<file path="src/rtl/bit_serializer_pkg.sv">
// Shared types and defaults for the parallel-to-serial shifter.
package bit_serializer_pkg;

    localparam int DEFAULT_WIDTH = 8;

    typedef enum logic {
        IDLE  = 1'b0,
        SHIFT = 1'b1
    } state_t;

endpackage

</file>
<file path="src/rtl/bit_serializer.sv">
// Purpose: parallel word to one-bit serial stream with a one-word holding slot.
// Latency: first bit on dout the cycle after acceptance; back-to-back words stream without gaps.
// Backpressure: in_ready drops while the holding slot is full; bit_en low freezes the current bit.
module bit_serializer
    import bit_serializer_pkg::*;
#(
    parameter int WIDTH     = DEFAULT_WIDTH,
    parameter bit MSB_FIRST = 1'b1
) (
    input  logic             clk,
    input  logic             reset,
    input  logic [WIDTH-1:0] in_data,
    input  logic             in_valid,
    output logic             in_ready,
    input  logic             bit_en,
    output logic             dout,
    output logic             dout_valid,
    output logic             dout_last,
    output logic             busy
);

    localparam int CW = $clog2(WIDTH);
    localparam logic [CW-1:0] LAST_IDX = CW'(WIDTH - 1);

    state_t           state, state_nxt;
    logic [WIDTH-1:0] shreg, shreg_nxt;
    logic [WIDTH-1:0] hold, hold_nxt;
    logic [CW-1:0]    cnt, cnt_nxt;
    logic             hold_full, hold_full_nxt;
    logic [WIDTH-1:0] shreg_shifted;
    logic             accept, advance, word_done;

    assign dout_valid = (state == SHIFT);
    assign dout_last  = dout_valid && (cnt == LAST_IDX);
    assign dout       = dout_valid & (MSB_FIRST ? shreg[WIDTH-1] : shreg[0]);
    assign in_ready   = !hold_full;
    assign busy       = dout_valid || hold_full;

    assign accept    = in_valid && in_ready;
    assign advance   = dout_valid && bit_en;
    assign word_done = advance && dout_last;

    assign shreg_shifted = MSB_FIRST ? {shreg[WIDTH-2:0], 1'b0} : {1'b0, shreg[WIDTH-1:1]};

    always_comb begin
        state_nxt     = state;
        shreg_nxt     = shreg;
        hold_nxt      = hold;
        cnt_nxt       = cnt;
        hold_full_nxt = hold_full;
        case (state)
            IDLE: begin
                if (accept) begin
                    state_nxt = SHIFT;
                    shreg_nxt = in_data;
                    cnt_nxt   = '0;
                end
            end
            SHIFT: begin
                if (word_done) begin
                    cnt_nxt = '0;
                    // A held word takes priority; accept cannot coincide with a full slot.
                    if (hold_full) begin
                        shreg_nxt     = hold;
                        hold_full_nxt = 1'b0;
                    end else if (accept) begin
                        shreg_nxt = in_data;
                    end else begin
                        state_nxt = IDLE;
                        shreg_nxt = '0;
                    end
                end else begin
                    if (advance) begin
                        shreg_nxt = shreg_shifted;
                        cnt_nxt   = cnt + CW'(1);
                    end
                    if (accept) begin
                        hold_nxt      = in_data;
                        hold_full_nxt = 1'b1;
                    end
                end
            end
            default: state_nxt = IDLE;
        endcase
    end

    always_ff @(posedge clk or posedge reset) begin
        if (reset) begin
            state <= IDLE;
        end else begin
            state <= state_nxt;
        end
    end

    always_ff @(posedge clk or posedge reset) begin
        if (reset) begin
            shreg     <= '0;
            hold      <= '0;
            cnt       <= '0;
            hold_full <= 1'b0;
        end else begin
            shreg     <= shreg_nxt;
            hold      <= hold_nxt;
            cnt       <= cnt_nxt;
            hold_full <= hold_full_nxt;
        end
    end

endmodule

</file>
<file path="config.mk">
export PLATFORM = sky130hd
export DESIGN_NAME = bit_serializer
export DESIGN_NICKNAME = d
export VERILOG_FILES = /design/src/rtl/bit_serializer_pkg.sv /design/src/rtl/bit_serializer.sv
export SDC_FILE = /design/constraint.sdc
export NUM_CORES = 1
export LEC_CHECK = 0
export ABC_CLOCK_PERIOD_IN_PS = 3000
export CAP_MARGIN = 20
export CORE_UTILIZATION = 40
export DETAILED_ROUTE_END_ITERATION = 16
export GPL_ROUTABILITY_DRIVEN = 0
export MAX_ROUTING_LAYER = met4
export PLACE_DENSITY_LB_ADDON = 0.15
export SETUP_SLACK_MARGIN = 0.2
export SYNTH_ARGS = -nofsm -noshare
export SYNTH_HDL_FRONTEND = slang
export SYNTH_SLANG_ARGS = --single-unit
</file>
<file path="constraint.sdc">
create_clock -name clk -period 3 [get_ports clk]
set_clock_uncertainty 0.1 [all_clocks]
set_input_delay 0.9 -clock clk [delete_from_list [all_inputs] [get_ports clk]]
set_output_delay 0.9 -clock clk [all_outputs]
set_load 0.01 [all_outputs]
</file>
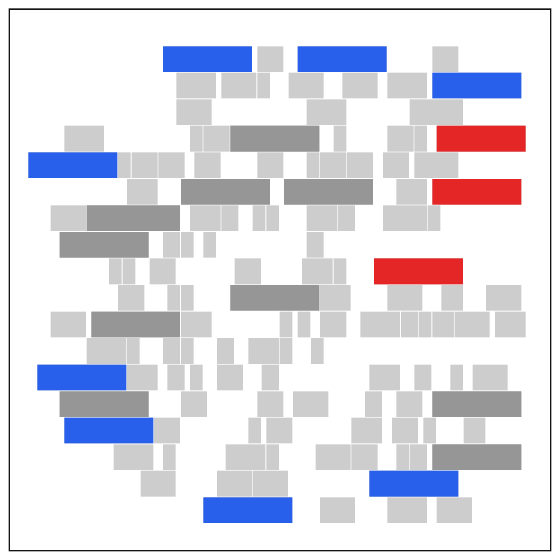
run_1/flops_by_reg.png
Other sequential cells in the stronger gray, the rest of the logic in the fainter gray.
| color | signal | flops |
|---|---|---|
| red | `cnt` | 3 |
| blue | `hold` | 8 |
not colored: 10

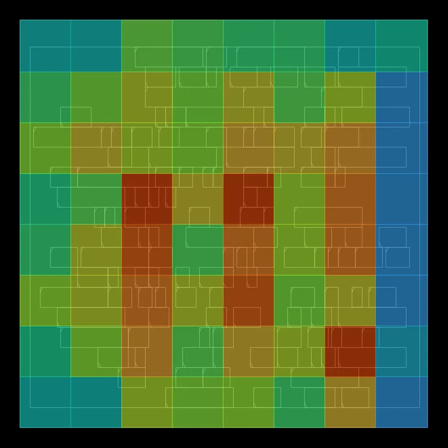
run_1/congestion.png
GR peak layer: met2
grt met2 use: 27.88%
Core Util, Final: 51.93%

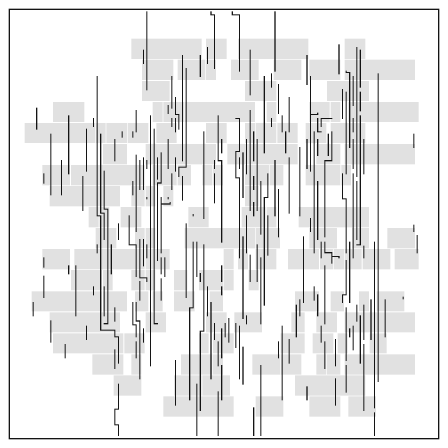
run_1/layer_met2.png
share of all routed wire: 49%
main direction: vertical
longest straight run: 39.8 um
wire length on this layer: 1,130 um

==> flow_summary.json, run 1 <==
{
  "syn-mean-instance-area_um2": 10.08,
  "syn2layout_area_growth_pct": 18.13,
  "leakage_nw": 0.6151,
  "cp_top_family": "flip-flops",
  "cp_num_cells": 2,
  "worstReg2RegEnd": "hold[4]$_DFFE_PP0P_",
  "worstPathRequired_ns": 2.00,
  "path_cells": "or2_2, clkdlybuf4s50_1",
  "hold_depth": 1,
  "warnings": 26,
  "min_from": "hold[1]$_DFFE_PP0P_",
  "ys_seq_share_pct": 46.15,
  "rows": 18,
  "crit_type": "flop to output port",
  "p_comb_share_pct": 40.4,
  "routedWlPerCell_um": 14.46,
  "xor_area_share_pct": 0,
  "crit_end": "busy",
  "crit_path_start_kind": "flop",
  "cp-end-kind": "output port",
  "rsz0062_at_grt": "false",
  "reg2reg_from": "cnt[0]$_DFFE_PP0P_",
  "cp.arrival_ns": 1.65,
  "finalSetupTns_ns": 0,
  "ant_nets": 0,
  "clk_pin_slew_ns": 0.13,
  "crit_path_top_delay_cell": "dfrtp_2",
  "comb_share_pct": 39.16,
  "route.met3.wl_um": 53,
  "relSlewSlack_pct": 71.74,
  "n_all_inverters": 10,
  "grt_util_met1_pct": 21.41,
  "diodes": 0,
  "hpwlAfterDp_um": 1602,
  "worstRegToRegCells": 5,
  "fillerInstances": 247,
  "ys_ff": 21,
  "sh_seq_area_pct": 39.16,
  "ys_area_um2": 1139,
  "power.switching_w": 0.0003814,
  "simple_gate_share_pct": 16.37,
  "grt_pass1_wl_um": 4043,
  "seq_power_share_pct": 46.7,
  "root_buffer": "clkbuf_4",
  "clkLatencyLatePin_ns": 0.30,
  "setup_violations": 0,
  "flop-count": 21,
  "cts_tree": "built",
  "synthArstFlopShare_pct": 100.0,
  "yosysTopAreaCell": "dfrtp_1",
  "cts_buffers": 3,
  "status": "completed",
  "p_per_area_nw_per_um2": 813.7,
  "hold_violations": 0,
  "largest_class": "flip-flops and latches",
  "cts.path.max_buffers": 2,
  "route.detailed.drc": 0,
  "syn_area_um2": 1139,
  "num-clock-buffers": 3,
  "top_power_group": "registers",
  "rrSetupSlack_ns": 1.16,
  "cp_slowest_stage_delay_ns": 0.55,
  "cts-resized-gates": 1,
  "whs_endpoint": "hold[1]$_DFFE_PP0P_",
  "grt_overflow": 0,
  "synth_cells": 113,
  "grt.met3_usage_pct": 2.342,
  "timing.final.ws_setup_ns": 0.3525,
  "fa_ha_area_share_pct": 2.198,
  "logic_family": "AND-OR/OR-AND gates",
  "post-route-period-util_pct": 88.25,
  "synth_top_area_share_pct": 46.15,
  "synth_top_cell_by_count": "dfrtp_1",
  "critical_path_peak_fanout": 22,
  "die_area_um2": 3064,
  "drtPass1Iterations": 4,
  "die_h_um": 55.35,
  "seq_area_um2": 526.8,
  "post_cts_buffers": 1,
  "buf_share_pct": 14.05,
  "p_clk_w": 0.000141,
  "vias": 877,
  "tapcell.inserted": 30,
  "cts.sinks": 21,
  "nNetsFinal": 145,
  "reg.largest.list": "hold: 8 flops, shreg: 8 flops, cnt: 3 flops",
  "yosys_most_used_dff": "dfrtp_1",
  "critical_path_buf_inv_count": 1,
  "synth.net_count": 127,
  "fmax_ghz": 0.3777,
  "logic_area_um2": 526.8,
  "pin_count": 17,
  "clkPwrFrac_pct": 12.9,
  "top_cells_by_count": "dfrtp_1, nand2_1, inv_1, o21ai_0",
  "io_buffers": 16,
  "grt_pass1_vias": 883,
  "post-place-ws_ns": 0.3951,
  "drv_slew": 0,
  "hold_buffers": 0,
  "drtIter0Drc": 14,
  "clock_cell_area_share_pct": 2.047,
  "fp_util_pct": 43.96
}
## run 1: cell usage in the layout, fill, tap and decap left out, drive strengths merged, types with 3 or more instances in the layout
| cell type | Yosys | layout |
|---|---|---|
| inv | 10 | 10 |
| nand2 | 19 | 19 |
| clkdlybuf4s50 | 0 | 15 |
| clkbuf | 4 | 3 |
| mux2 | 9 | 9 |
| dfrtp | 21 | 21 |
| buf | 3 | 4 |
| o21ai | 10 | 10 |
| nand3b | 8 | 8 |
| a21o | 8 | 8 |
| and2 | 3 | 3 |
| a32oi | 7 | 7 |
## run 1: per-stage QoR
stage | cells | area [um^2] | utilization, %
after floorplan | 113 | 1139 | -
after global placement | 155 | 1310 | 50.58
after detailed placement | 155 | 1310 | 50.58
after CTS | 160 | 1344 | 51.88
after global routing | 160 | 1345 | 51.93
final | 160 | 1345 | 51.93
==> inputs of run 2 (changes only) <==
Settings changed: CAP_MARGIN 20 to not set, SLEW_MARGIN set to 0.
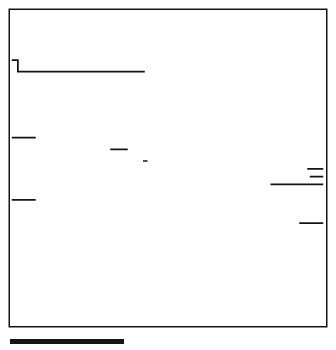
run_2/layer_met3.png
The bar under the picture is 20 um long.
share of all routed wire: 2.3%
nets with wire on the layer: 8
wire length on this layer: 53.3 um

==> run 2 against run 1 <==
Against the previous run: critical path depth unchanged; critical path type unchanged; critical endpoint unchanged; wire length unchanged; sequential power about the same; clock power hardly changed; highest routed layer unchanged; final cell count is the same.
==> flow_summary.json, run 2 <==
{
  "status": "completed",
  "hold_violations": 0,
  "clk_pin_slew_ns": 0.13,
  "crit_path_start_kind": "flop",
  "crit_end": "busy",
  "cts_buffers": 3,
  "aoi_share_pct": 18.46,
  "post-route-period-util_pct": 88.25,
  "cts.path.max_buffers": 2,
  "simple_gate_share_pct": 16.37,
  "worstPathRequired_ns": 2.00,
  "synth_top_cell_by_count": "dfrtp_1",
  "whs_endpoint": "hold[1]$_DFFE_PP0P_",
  "seq_power_share_pct": 46.7,
  "drv_slew": 0,
  "mostFrequentLayoutCells": "dfrtp_1, nand2_1, clkdlybuf4s50_1",
  "maxCapViolCount": 0,
  "crit_type": "flop to output port",
  "ys_area_um2": 1139,
  "tightest_slew_ns": 0.4227,
  "p_total_w": 0.001095,
  "relSlewSlack_pct": 71.74,
  "nNetsFinal": 145,
  "cp-startpoint": "hold_full$_DFFE_PP0P_",
  "ir_drop_v": 0.0004586,
  "pg_comb_w": 0.000442,
  "reg2reg_from": "cnt[0]$_DFFE_PP0P_",
  "synth_cells": 113,
  "io_buffers": 16,
  "cts-resized-gates": 1,
  "fin_crit_ns": 2.648,
  "fp_util_pct": 43.96,
  "finalSetupTns_ns": 0,
  "vias_per_cell": 5.481,
  "top_cells_by_area": "dfrtp_1, mux2_2, nand2_1",
  "dp.cells": 155,
  "drtIter0Drc": 14,
  "final_cell_area_um2": 1345,
  "cts.sinks": 21,
  "hold_class": "flop to flop",
  "xor_area_share_pct": 0,
  "track_usage_pct": 16.87,
  "synth_top_area_share_pct": 46.15,
  "timing.final.ws_setup_ns": 0.3525,
  "hold_depth": 1,
  "yosysCellCount": 113,
  "swShare_pct": 34.85,
  "hold_buffers": 0,
  "route.detailed.drc": 0,
  "worstRegToRegCells": 5,
  "clkLatencyLatePin_ns": 0.30,
  "p_comb_share_pct": 40.4,
  "fmax_ghz": 0.3777,
  "clkPwrFrac_pct": 12.9,
  "rows": 18,
  "fin_cells": 160,
  "p_seq_w": 0.000512,
  "p_int_w": 0.0007131,
  "post_cts_buffers": 1,
  "yosys_most_used_dff": "dfrtp_1",
  "root_buffer": "clkbuf_4",
  "routedWlPerCell_um": 14.46,
  "ys_types": 23,
  "cp.arrival_ns": 1.65,
  "vias": 877,
  "logic_family": "AND-OR/OR-AND gates",
  "critical_path_peak_fanout": 22,
  "yosysTopAreaCell": "dfrtp_1",
  "worstReg2RegEnd": "hold[4]$_DFFE_PP0P_",
  "top_power_group": "registers",
  "ys_seq_share_pct": 46.15,
  "syn-mean-instance-area_um2": 10.08,
  "lay_top_count": "dfrtp_1",
  "core_um2": 2590,
  "drtPass1Iterations": 4,
  "worst_hold_slack_ns": 0.4200,
  "synthArstFlopShare_pct": 100.0,
  "pin_count": 17,
  "p_per_area_nw_per_um2": 813.7,
  "hpwlAfterDp_um": 1602,
  "synthMuxAreaShare_pct": 9.231,
  "dpl_cell_area_um2": 1310,
  "p_clk_w": 0.000141,
  "min_from": "hold[1]$_DFFE_PP0P_",
  "warnings": 26,
  "wirelength_um": 2313,
  "die_x_um": 55.35,
  "syn2layout_area_growth_pct": 18.13,
  "cp-end-kind": "output port",
  "fin_util_pct": 51.93,
  "setup_violations": 0,
  "h-tree-depth": 1,
  "antenna_found_initial": 0,
  "synth.net_count": 127,
  "ys_ff": 21,
  "drive_gt1_share_pct": 16.92,
  "top_cells_by_count": "dfrtp_1, nand2_1, inv_1, o21ai_0",
  "rrSetupSlack_ns": 1.16,
  "die_h_um": 55.35,
  "post-place-ws_ns": 0.3951,
  "reg.largest.list": "hold: 8 flops, shreg: 8 flops, cnt: 3 flops",
  "grt_pass1_wl_um": 4043,
  "diodes": 0,
  "fa_ha_area_share_pct": 2.198,
  "leakage_nw": 0.6151,
  "grt_start_max_net_pins": 23,
  "syn_area_um2": 1139,
  "ant_nets": 0,
  "grt_pass1_vias": 883,
  "ys_warn_count": 0,
  "rsz0062_at_grt": "false",
  "cts_tree": "built",
  "grt_overflow": 0,
  "power.switching_w": 0.0003814,
  "die_area_um2": 3064,
  "edf_count": 0
}
run 2: cell type report:
| type | count | area [um^2] |
|---|---|---|
| fill | 247 | 1245 |
| multi-input combinational | 75 | 526.8 |
| timing repair buffer | 20 | 188.9 |
| clock buffer | 3 | 22.52 |
| inverter | 10 | 37.54 |
| tap | 30 | 37.54 |
| clock inverter | 1 | 5.005 |
| sequential | 21 | 526.8 |
run 2: metal layers:
| layer | vias to the layer above | track usage [%] | share of wire (%) |
|---|---|---|---|
| li1 | 432 | - | - |
| met1 | 434 | 21.41 | 48 |
| met2 | 9 | 27.88 | 49 |
| met3 | 2 | 2.342 | 2.3 |
| met4 | 0 | 5.357 | 0.65 |
| met5 | - | - | 0 |
run 2: critical path, stage by stage (launching register included):
cell and delay [ns]:
dfrtp_2 0.55, or2_2 0.31, clkdlybuf4s50_1 0.47
run_2/congestion.png
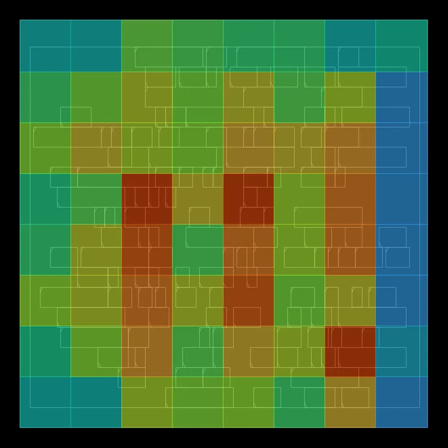

==> inputs of run 3 (changes only) <==
Settings changed: ABC_CLOCK_PERIOD_IN_PS 3000 to 2300.
Clock period 3 ns to 2.3 ns, I/O delays scaled along.
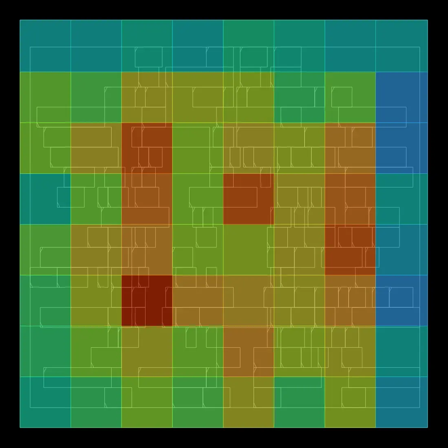
run_3/congestion.png
grt met2 use: 30.81%
WL/cell: 14.40 um
GRT Total Usage: 18.05%
met3 Track Usage GR: 5.386%

==> run 3 against run 2 <==
Against the previous run: final cell count rose by 5.6%; non-clock buffer count rose by 9; wire length rose by 5.2%; sequential cell count did not move; register-to-register slack got worse by 0.74 ns; synthesized cell count did not move; combinational power rose by 54%; largest cell class is now multi-input combinational cells; clock power rose by about 30%.
==> flow_summary.json, run 3 <==
{
  "worst_hold_slack_ns": 0.4163,
  "setup_violations": 0,
  "mostFrequentLayoutCells": "dfrtp_1, nand2_1, buf_4",
  "ir_drop_v": 0.0006524,
  "maxCapViolCount": 0,
  "die_h_um": 55.35,
  "vias": 903,
  "min_from": "hold[1]$_DFFE_PP0P_",
  "fp_util_pct": 43.96,
  "core_um2": 2590,
  "status": "completed",
  "warnings": 28,
  "ys_area_um2": 1139,
  "p_per_area_nw_per_um2": 1055,
  "vias_per_cell": 5.343,
  "rows": 18,
  "p_total_w": 0.001501,
  "nNetsFinal": 154,
  "wirelength_um": 2433,
  "synthMuxAreaShare_pct": 9.231,
  "drtIter0Drc": 16,
  "grt_start_max_net_pins": 22,
  "logic_area_um2": 544.3,
  "cts.sinks": 21,
  "post-route-period-util_pct": 91.86,
  "drive_gt1_share_pct": 25.18,
  "top_cells_by_count": "dfrtp_1, nand2_1, inv_1, o21ai_0",
  "syn2layout_area_growth_pct": 24.94,
  "ys_types": 23,
  "leakage_nw": 0.6508,
  "syn_area_um2": 1139,
  "antenna_found_initial": 0,
  "hpwlAfterDp_um": 1657,
  "cp-startpoint": "cnt[1]$_DFFE_PP0P_",
  "crit_end": "dout_last",
  "reg.largest.list": "hold: 8 flops, shreg: 8 flops, cnt: 3 flops",
  "drv_slew": 0,
  "met1Wirelength_um": 1116,
  "fin_cells": 169,
  "synthArstFlopShare_pct": 100.0,
  "ant_nets": 0,
  "dpl_cell_area_um2": 1348,
  "worstReg2RegEnd": "hold[3]$_DFFE_PP0P_",
  "cp_num_cells": 4,
  "synth_cells": 113,
  "cts_buffers": 3,
  "cp_top_family": "flip-flops",
  "yosysCellCount": 113,
  "top_cells_by_area": "dfrtp_1, mux2_2, nand2_1",
  "dp.cells": 160,
  "reg2reg_from": "cnt[1]$_DFFE_PP0P_",
  "route.detailed.drc": 0,
  "io_buffers": 16,
  "fin_util_pct": 54.93,
  "hold_depth": 1,
  "lay_top_count": "dfrtp_1",
  "post-place-ws_ns": 0.06523,
  "route.met3.wl_um": 85,
  "logic_family": "AND-OR/OR-AND gates",
  "relSlewSlack_pct": 81.71,
  "diodes": 0,
  "simple_gate_share_pct": 16.37,
  "cp.arrival_ns": 1.32,
  "crit_path_top_delay_cell": "dfrtp_1",
  "h-tree-depth": 1,
  "edf_count": 0,
  "critical_path_peak_fanout": 2,
  "timing.final.ws_setup_ns": 0.1871,
  "rsz0062_at_grt": "true",
  "clkLatencyLatePin_ns": 0.31,
  "root_buffer": "clkbuf_4",
  "fillerInstances": 222,
  "ys_ff": 21,
  "die_x_um": 55.35,
  "cp_slowest_stage_delay_ns": 0.41,
  "fin_crit_ns": 2.113,
  "synth_top_cell_by_count": "dfrtp_1",
  "cts.path.max_buffers": 2,
  "hold_violations": 0,
  "tightest_slew_ns": 0.2743,
  "worstPathRequired_ns": 1.51,
  "critical_path_buf_inv_count": 1,
  "path_cells": "ha_2, ha_4, and2_4, buf_6",
  "ys_seq_share_pct": 46.15
}
-- run 3: cell count changes in the layout (fill, tap and decap cells not counted), sizes merged --
cell           delta
buf              +10
clkdlybuf4s50     -4
clkbuf            +2
dlygate4sd2       +2
clkinv            -1
-- run 3: cell type report --
class	instances	share of cell area [%]
Tap cell	30	2.639
Sequential cell	21	37.03
Clock buffer	4	1.847
Inverter	10	2.639
Multi-Input combinational cell	75	38.26
Timing Repair Buffer	29	17.59
-- run 3: power by group --
part | internal, W | total (W) | switching [W]
Combinational | 0.000373 | 0.000681 | 0.000307
Clock | 0.0000677 | 0.000183 | 0.000115
Sequential | 0.000542 | 0.000638 | 0.0000956
-- run 3: timing repair --
action / CTS / global route
buffers inserted: 4 / 1
resized: 10 / 6
pin swaps: 0 / 3
endpoints found under the setup margin: 5 / 2

==> screenshots <==
Gate families picked out.
image #1
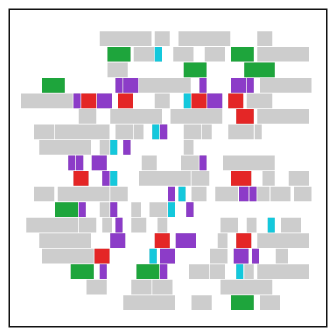
image #2
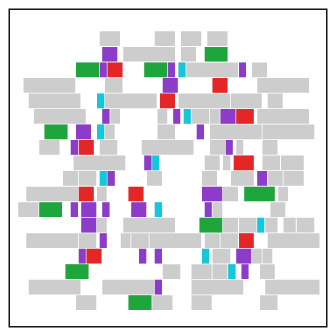
| picture | from |
|---|---|
| image #1 | run 2 |
| image #2 | run 3 |

Key to image #1:
| color | family | cells |
|---|---|---|
| purple | NAND gates | 29 |
| green | multiplexers | 9 |
| red | AND-OR and OR-AND gates | 10 |
| cyan | inverters | 10 |

Power figures rest on the tool's default switching activity, not on a simulated workload.
